--- config.mk ---
export PLATFORM = sky130hd
export DESIGN_NAME = ov_7670_pixel_writer
export DESIGN_NICKNAME = d
export VERILOG_FILES = /design/src/rtl/ov_7670_pixel_writer.sv
export SDC_FILE = /design/constraint.sdc
export NUM_CORES = 1
export LEC_CHECK = 0
export CAP_MARGIN = 20
export CORE_UTILIZATION = 55
export CTS_CLUSTER_DIAMETER = 150
export CTS_CLUSTER_SIZE = 10
export DETAILED_ROUTE_END_ITERATION = 7
export PLACE_DENSITY = 0.82
export SLEW_MARGIN = 10
export SYNTH_ARGS = -nofsm -noshare
export SYNTH_HDL_FRONTEND = slang
export SYNTH_SLANG_ARGS = --single-unit
--- constraint.sdc ---
create_clock -name clk -period 6.2 [get_ports clk]
set_clock_uncertainty 0.05 [all_clocks]
set_input_delay 0.93 -clock clk [delete_from_list [all_inputs] [get_ports clk]]
set_output_delay 0.93 -clock clk [all_outputs]
set_load 0.02 [all_outputs]
--- src/rtl/ov_7670_pixel_writer.sv ---
// rtl/ov_7670_pixel_writer.sv - FIFO-buffered pixel writer from OV7670 capture to frame-buffer memory
//
// Purpose:
//   Accepts the addr/data pixel stream from ov_7670_capture, queues it in a
//   small FIFO and drains it to the frame buffer over a req/ack handshake,
//   one write in flight at a time. Flags dropped pixels (overflow) and writes
//   abandoned because the memory never acked (ack_timeout).
//
// Ports:
//   clk            system clock, rising edge
//   reset          asynchronous active-low reset
//   write_en       pixel valid from capture (one push per high cycle)
//   addr, data_in  pixel address / RGB data, sampled with write_en
//   mem_req        write request to the frame buffer
//   mem_addr       write address, held while waiting for ack
//   mem_wdata      write data, held while waiting for ack
//   mem_ack        memory accepted the current write
//   clear_err      synchronous clear of overflow / ack_timeout
//   fifo_count     entries held, including the one in flight
//   overflow       sticky: a pixel was dropped on a full FIFO
//   ack_timeout    sticky: a write was abandoned after TIMEOUT cycles
//   pixels_written count of acked writes, wraps modulo 2^ADDR_W

module ov_7670_pixel_writer #(
  parameter int DEPTH   = 16,
  parameter int ADDR_W  = 19,
  parameter int DATA_W  = 24,
  parameter int TIMEOUT = 255
) (
  input  logic                       clk,
  input  logic                       reset,
  input  logic                       write_en,
  input  logic [ADDR_W-1:0]          addr,
  input  logic [DATA_W-1:0]          data_in,
  output logic                       mem_req,
  output logic [ADDR_W-1:0]          mem_addr,
  output logic [DATA_W-1:0]          mem_wdata,
  input  logic                       mem_ack,
  input  logic                       clear_err,
  output logic [$clog2(DEPTH):0]     fifo_count,
  output logic                       overflow,
  output logic                       ack_timeout,
  output logic [ADDR_W-1:0]          pixels_written
);

  localparam int PTR_W = $clog2(DEPTH);
  localparam int CNT_W = PTR_W + 1;
  localparam int TMO_W = $clog2(TIMEOUT + 1);
  localparam int ENT_W = ADDR_W + DATA_W;

  localparam logic [CNT_W-1:0] DEPTH_C  = CNT_W'(DEPTH);
  localparam logic [CNT_W-1:0] CNT_ONE  = CNT_W'(1);
  localparam logic [TMO_W-1:0] TMO_LAST = TMO_W'(TIMEOUT - 1);

  localparam logic [0:0] ST_IDLE = 1'b0;
  localparam logic [0:0] ST_REQ  = 1'b1;

  // Pixel storage: contents need no reset, only the pointers do.
  logic [ENT_W-1:0] fifo_mem [DEPTH];

  logic [0:0]        state_q, state_d;
  logic [PTR_W-1:0]  wr_ptr_q, wr_ptr_d;
  logic [PTR_W-1:0]  rd_ptr_q, rd_ptr_d;
  logic [CNT_W-1:0]  count_q, count_d;
  logic [TMO_W-1:0]  tmo_q, tmo_d;
  logic              mem_req_q, mem_req_d;
  logic [ADDR_W-1:0] mem_addr_q, mem_addr_d;
  logic [DATA_W-1:0] mem_wdata_q, mem_wdata_d;
  logic              overflow_q, overflow_d;
  logic              ack_timeout_q, ack_timeout_d;
  logic [ADDR_W-1:0] pixels_written_q, pixels_written_d;

  logic              in_req;
  logic              do_ack;
  logic              do_drop;
  logic              do_pop;
  logic              do_push;
  logic [PTR_W-1:0]  rd_next;
  logic [ENT_W-1:0]  push_ent;
  logic [ENT_W-1:0]  head_ent;
  logic [ENT_W-1:0]  next_ent;

  always_comb begin
    in_req   = (state_q == ST_REQ);
    do_ack   = in_req && mem_ack;
    // Timeout counter reaches TIMEOUT on this edge: abandon the entry.
    do_drop  = in_req && !mem_ack && (tmo_q == TMO_LAST);
    do_pop   = do_ack || do_drop;
    // A full FIFO still accepts a push when a pop frees a slot on the same edge.
    do_push  = write_en && ((count_q != DEPTH_C) || do_pop);
    rd_next  = rd_ptr_q + PTR_W'(1);
    push_ent = {addr, data_in};
    head_ent = fifo_mem[rd_ptr_q];
    // With only the in-flight entry stored, the follow-on entry can only be
    // the pixel arriving this cycle, which is not yet in the memory.
    next_ent = (count_q == CNT_ONE) ? push_ent : fifo_mem[rd_next];
  end

  always_comb begin
    state_d          = state_q;
    wr_ptr_d         = wr_ptr_q;
    rd_ptr_d         = rd_ptr_q;
    count_d          = count_q;
    tmo_d            = tmo_q;
    mem_req_d        = mem_req_q;
    mem_addr_d       = mem_addr_q;
    mem_wdata_d      = mem_wdata_q;
    overflow_d       = overflow_q;
    ack_timeout_d    = ack_timeout_q;
    pixels_written_d = pixels_written_q;

    if (do_push) begin
      wr_ptr_d = wr_ptr_q + PTR_W'(1);
    end
    if (do_pop) begin
      rd_ptr_d = rd_next;
    end

    case ({do_push, do_pop})
      2'b10:   count_d = count_q + CNT_ONE;
      2'b01:   count_d = count_q - CNT_ONE;
      default: count_d = count_q;
    endcase

    case (state_q)
      ST_IDLE: begin
        mem_req_d = 1'b0;
        if (count_q != '0) begin
          mem_addr_d  = head_ent[ENT_W-1:DATA_W];
          mem_wdata_d = head_ent[DATA_W-1:0];
          mem_req_d   = 1'b1;
          tmo_d       = '0;
          state_d     = ST_REQ;
        end
      end
      ST_REQ: begin
        if (mem_ack) begin
          pixels_written_d = pixels_written_q + ADDR_W'(1);
          // Chain straight into the next entry for one write per cycle.
          if ((count_q > CNT_ONE) || do_push) begin
            mem_addr_d  = next_ent[ENT_W-1:DATA_W];
            mem_wdata_d = next_ent[DATA_W-1:0];
            mem_req_d   = 1'b1;
            tmo_d       = '0;
          end else begin
            mem_req_d = 1'b0;
            state_d   = ST_IDLE;
          end
        end else if (do_drop) begin
          mem_req_d = 1'b0;
          state_d   = ST_IDLE;
        end else begin
          tmo_d = tmo_q + TMO_W'(1);
        end
      end
      default: begin
        mem_req_d = 1'b0;
        state_d   = ST_IDLE;
      end
    endcase

    // Set events take priority over clear_err.
    if (write_en && !do_push) begin
      overflow_d = 1'b1;
    end else if (clear_err) begin
      overflow_d = 1'b0;
    end

    if (do_drop) begin
      ack_timeout_d = 1'b1;
    end else if (clear_err) begin
      ack_timeout_d = 1'b0;
    end
  end

  always_ff @(posedge clk) begin
    if (do_push) begin
      fifo_mem[wr_ptr_q] <= push_ent;
    end
  end

  always_ff @(posedge clk or negedge reset) begin
    if (!reset) begin
      state_q          <= ST_IDLE;
      wr_ptr_q         <= '0;
      rd_ptr_q         <= '0;
      count_q          <= '0;
      tmo_q            <= '0;
      mem_req_q        <= 1'b0;
      mem_addr_q       <= '0;
      mem_wdata_q      <= '0;
      overflow_q       <= 1'b0;
      ack_timeout_q    <= 1'b0;
      pixels_written_q <= '0;
    end else begin
      state_q          <= state_d;
      wr_ptr_q         <= wr_ptr_d;
      rd_ptr_q         <= rd_ptr_d;
      count_q          <= count_d;
      tmo_q            <= tmo_d;
      mem_req_q        <= mem_req_d;
      mem_addr_q       <= mem_addr_d;
      mem_wdata_q      <= mem_wdata_d;
      overflow_q       <= overflow_d;
      ack_timeout_q    <= ack_timeout_d;
      pixels_written_q <= pixels_written_d;
    end
  end

  assign mem_req        = mem_req_q;
  assign mem_addr       = mem_addr_q;
  assign mem_wdata      = mem_wdata_q;
  assign fifo_count     = count_q;
  assign overflow       = overflow_q;
  assign ack_timeout    = ack_timeout_q;
  assign pixels_written = pixels_written_q;

endmodule

run_1/pdn.png
The bar under the picture is 100 microns long. Pins as bars on the die edge.
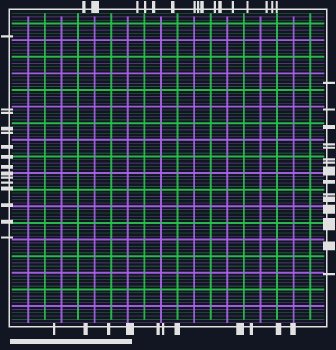
color	net
green	VDD
purple	VSS
signal pins	118
met5 straps	18
Die X: 259 microns
core area: 0.0647 sq mm
Worst IR Drop VDD: 0.723 mV
vertical die size: 259 microns

run_1/cell_classes.png
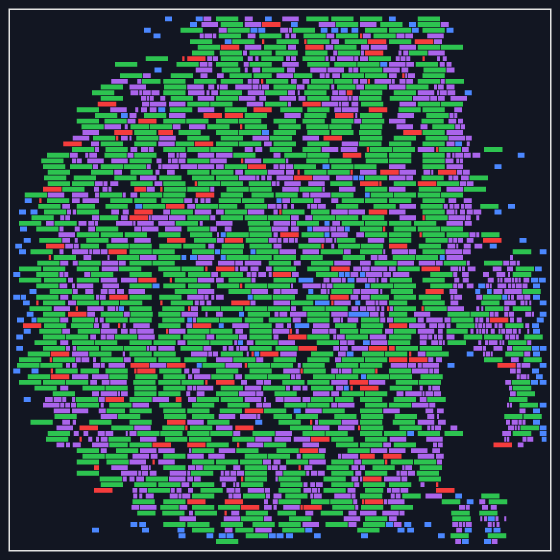
color	class	cells	share of their area
blue	other buffers and delay cells	156	3.8%
red	clock drivers and dummy loads	156	6.4%
purple	all other logic	1083	32%
green	flip-flops	775	58%
post-route design area: 0.0406 sq mm
row count: 93

run_1/clock_map.png
The bar under the picture is 100 microns long.
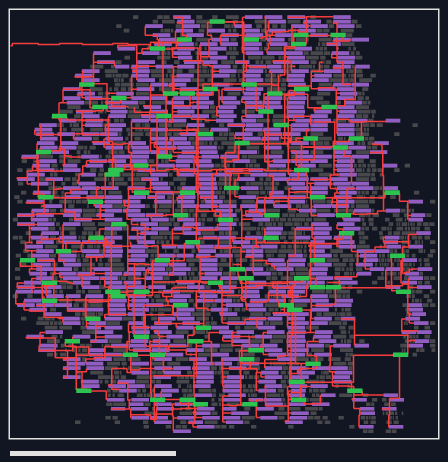
[red] clock wires | length: 9150 microns
[green] cells driving clock nets | count: 87
[purple] flip-flops | count: 775
flops lie	spread over the die
Clk. pwr: 4690 uW
clk latency late pin: 650 ps
Clk pwr share: 21.9%

[run 1: logic make-up after synthesis]
| kind of cell | Yosys count |
|---|---|
| flops | 775 |
| mux | 519 |
| compound gates | 329 |
| simple gates | 178 |
| buf+inv | 170 |
| xor+xnor | 33 |
| fa+ha+maj | 13 |
[run 1: metrics by stage]
stage / utilization, % / hold slack [ps]
final: 62.7 / 369
after floorplan: - / 403
after global routing: 62.7 / 423
after CTS: 62.6 / 375
after detailed placement: 58.7 / 426
after global placement: 58.7 / 412
[run 1: flip-flops by register name (all words and copies together), names as in the netlist]
name            count
fifo_mem          688
in_req              1
fifo_count          5
rd_ptr_q            4
overflow            1
tmo_q               8
mem_addr           19
mem_req             1
wr_ptr_q            4
ack_timeout         1
pixels_written     19
mem_wdata          24
==> flow_summary_export.csv, run 1 <==
group,metric,value,unit
yosys,topCellsByArea,"edfxtp_1 (57%), mux4_2 (16%), dfrtp_1 (6.0%)",
critical_path,worstSetupEndpointType,"flip-flop",
route,wire_per_inst,30.9,microns
critical_path,r2r_cells,6,
route,highest_layer,"met5",
final_layout,syn2layout_area_growth,12.0,%
critical_path,cp_max_fo,63,
cts,cts_hold_buffers,0,
grt,grt_use_met3,7.00,%
yosys,synthTopCellsByCount,"edfxtp_1 (688), mux4_2 (258), mux2i_1 (130)",
critical_path,crit_path_start_kind,"flip-flop",
cts,cts_sinks,775,
power,powerComb,9550,uW
grt,top_usage_layer,"met2",
critical_path,crit_cells,6,
critical_path,slowest_stage,"dfrtp_4",
critical_path,cp_top_family,"buffers and inverters",
final_layout,diodes,4,
yosys,synth_cell_type_count,56,
yosys,synth-xor-area-share,0.819,%
placed_design,place_congestion,0.789,
grt,antenna_found_initial,6,
die,fp_util,56.0,%
final_layout,logic_gate_count,1072,
yosys,synthAoiAreaFrac,6.58,%
run_status,outcome,"finished, final reports clean",
power,pwr-share-seq,33.3,%
route,vias,21653,
power,powerSeq,7130,uW
grt,grt_overflow_total,0,
placed_design,dpl_cell_area,0.0380,sq mm
yosys,fp_nets,2078,
yosys,logic_family,"multiplexers",
placed_design,dp_cells,2868,
final_layout,buf_share,3.74,%
final_layout,logic_area,0.0125,sq mm
power,power_density,527,mW/mm^2
final_layout,layout.nets,2164,
die,chip_area,0.0669,sq mm
cts,cts.clk_slew.worst_paths,60,ps
final_layout,seqCellArea,0.0229,sq mm
yosys,yosys_warnings,0,
final_layout,mostFrequentLayoutCell,"edfxtp_1",
route,dr_wl_met2,45100,microns
final_timing,finalSetupViolCount,0,
die,io_pins,118,
die,tap_cells,855,
route,dr.pass1.iters,5,
yosys,fa_ha_area_share,0.449,%
final_layout,top_area_cell_class,"registers",
final_timing,finalCriticalPeriod,3730,ps
critical_path,critPathArrivalTime,4220,ps
yosys,netlist_area,0.0362,sq mm
route,routed_via_density,7.15,
yosys,synth_cells,2017,
route,wl,93700,microns
power,swShare,36.7,%
cts,clk_path_buf_depth,3,
grt,grt_pass1_vias,22360,
final_layout,comb_area_share,30.9,%
final_timing,worst_slew_pin_slew,1270,ps
cts,post_cts_buffers,0,
yosys,top_area_share,57.1,%
cts,root_buffer,"clkbuf_16",
grt,grt_pass1_wl,140000,microns
yosys,ys.flop_type,"edfxtp_1",
power,power,21400,uW
final_layout,drive_above_1_share,25.5,%
placed_design,pre_cts_slack,2100,ps
power,p_int,13500,uW
flow_run,drv_cap,0,
--- run 2 (diff from run 1) ---
Settings changed: PLACE_DENSITY 0.82 to 0.79.
Clock period 6.2 ns to 3.6 ns, I/O delays scaled along.
run_2/pdn.png
The bar under the picture is 100 microns long. Pins as bars on the die edge.
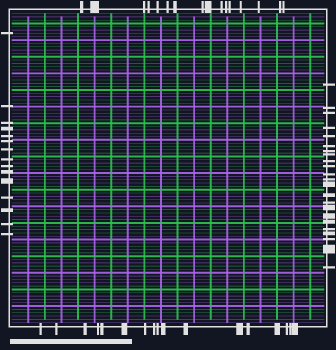
color	net
green	VDD
purple	VSS
met4 straps	18
signal pins	118
met1 rails	94
rows	93
met5 straps	18
Worst IR Drop VDD: 1.46 mV

run_2/metal_stack.png
The bar under the picture is 100 microns long.
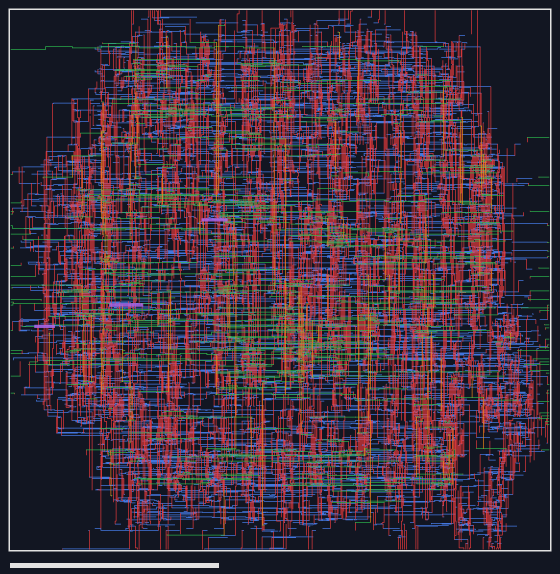
color	layer	wire length
purple	met5	34.0 microns
green	met3	9210 microns
blue	met1	34.1 mm
orange	met4	2620 microns
red	met2	43.9 mm
Tot GR Track Use: 27.3%
vias: 21194
detailed-route wire length per cell: 29.5 microns

==> run 2 against run 1 <==
Compared with the run above: clock power is 71% higher; critical endpoint is now fifo_mem[3][37]; global-route usage is 0.95 points lower; non-clock buffer count is 21 higher; maximum frequency is 28% higher.
==> flow_summary_export.csv, run 2 <==
group,metric,value,unit
run_status,outcome,"finished, final reports clean",
cts,cts_hold_buffers,0,
grt,grt_pass1_wl,136000,microns
die,io_pins,118,
die,fp-row-count,93,
final_layout,top_register,"fifo_mem",
cts,post_cts_buffers,0,
die,chip_area,0.0669,sq mm
final_layout,layout.nets,2185,
critical_path,cp_max_fo,43,
yosys,synthTopCellsByCount,"edfxtp_1 (688), mux4_2 (258), mux2i_1 (130)",
grt,grt_pass1_vias,22048,
critical_path,critPathArrivalTime,3150,ps
final_layout,syn2layout_area_growth,13.2,%
placed_design,dpl_cell_area,0.0384,sq mm
critical_path,crit_cells,9,
final_timing,worst_slew_pin_slew,1040,ps
power,powerComb,16900,uW
power,p_clk,8020,uW
power,power_frac_clock,21.7,%
power,pwr-share-seq,32.6,%
yosys,top_area_share,57.1,%
final_layout,seqCellArea,0.0229,sq mm
final_layout,mostFrequentLayoutCell,"edfxtp_1",
cts,insertion_delay,640,ps
power,powerSeq,12000,uW
final_layout,logic_gate_count,1072,
critical_path,slowest_stage,"dfrtp_1",
flow_run,drv_cap,0,
placed_design,pre_cts_slack,567,ps
grt,antenna_found_initial,3,
die,core,0.0647,sq mm
final_layout,logic_area,0.0126,sq mm
yosys,yosys_warnings,0,
final_layout,comb_area_share,30.6,%
final_layout,diodes,1,
route,dr.pass1.iters,5,
run_2/cell_classes.png
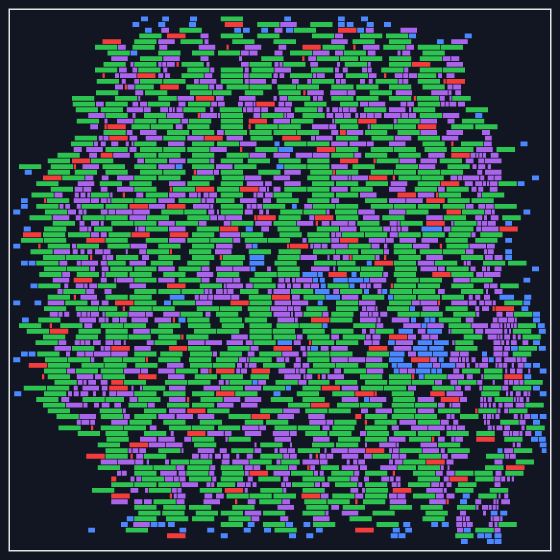
color	class	cells	share of their area
red	clock drivers and dummy loads	156	6.3%
blue	other buffers and delay cells	177	4.9%
purple	all other logic	1083	32%
green	flip-flops	775	57%
fraction of area in registers: 55.8%
post-route design area: 0.0410 sq mm
Final Util: 63.3%

[run 2: cell counts after synthesis]
Identical to the previous run, type by type.
[run 2: cells by family (layout without fill, tap and decap cells)]
| group | Yosys count | count (layout) | share of synthesized area (%) |
|---|---|---|---|
| flops | 775 | 775 | 63.1 |
| mux | 519 | 519 | 23.7 |
| xor+xnor | 33 | 33 | 0.819 |
| simple gates | 178 | 178 | 2.80 |
| fa+ha+maj | 13 | 13 | 0.449 |
| compound gates | 329 | 329 | 6.58 |
| buf+inv | 170 | 344 | 2.56 |
| other cells | 0 | 1 | 0 |
[run 2: metal layers]
layer | GRT usage (%) | wire length, microns | part of all wire, %
met5 | 0 | 34 | 0.038
met4 | 9.47 | 2620 | 2.9
met3 | 6.16 | 9210 | 10
met2 | 44.2 | 43900 | 49
met1 | 36.7 | 34100 | 38
No activity file was given, so power comes from the tool's default toggle rates.
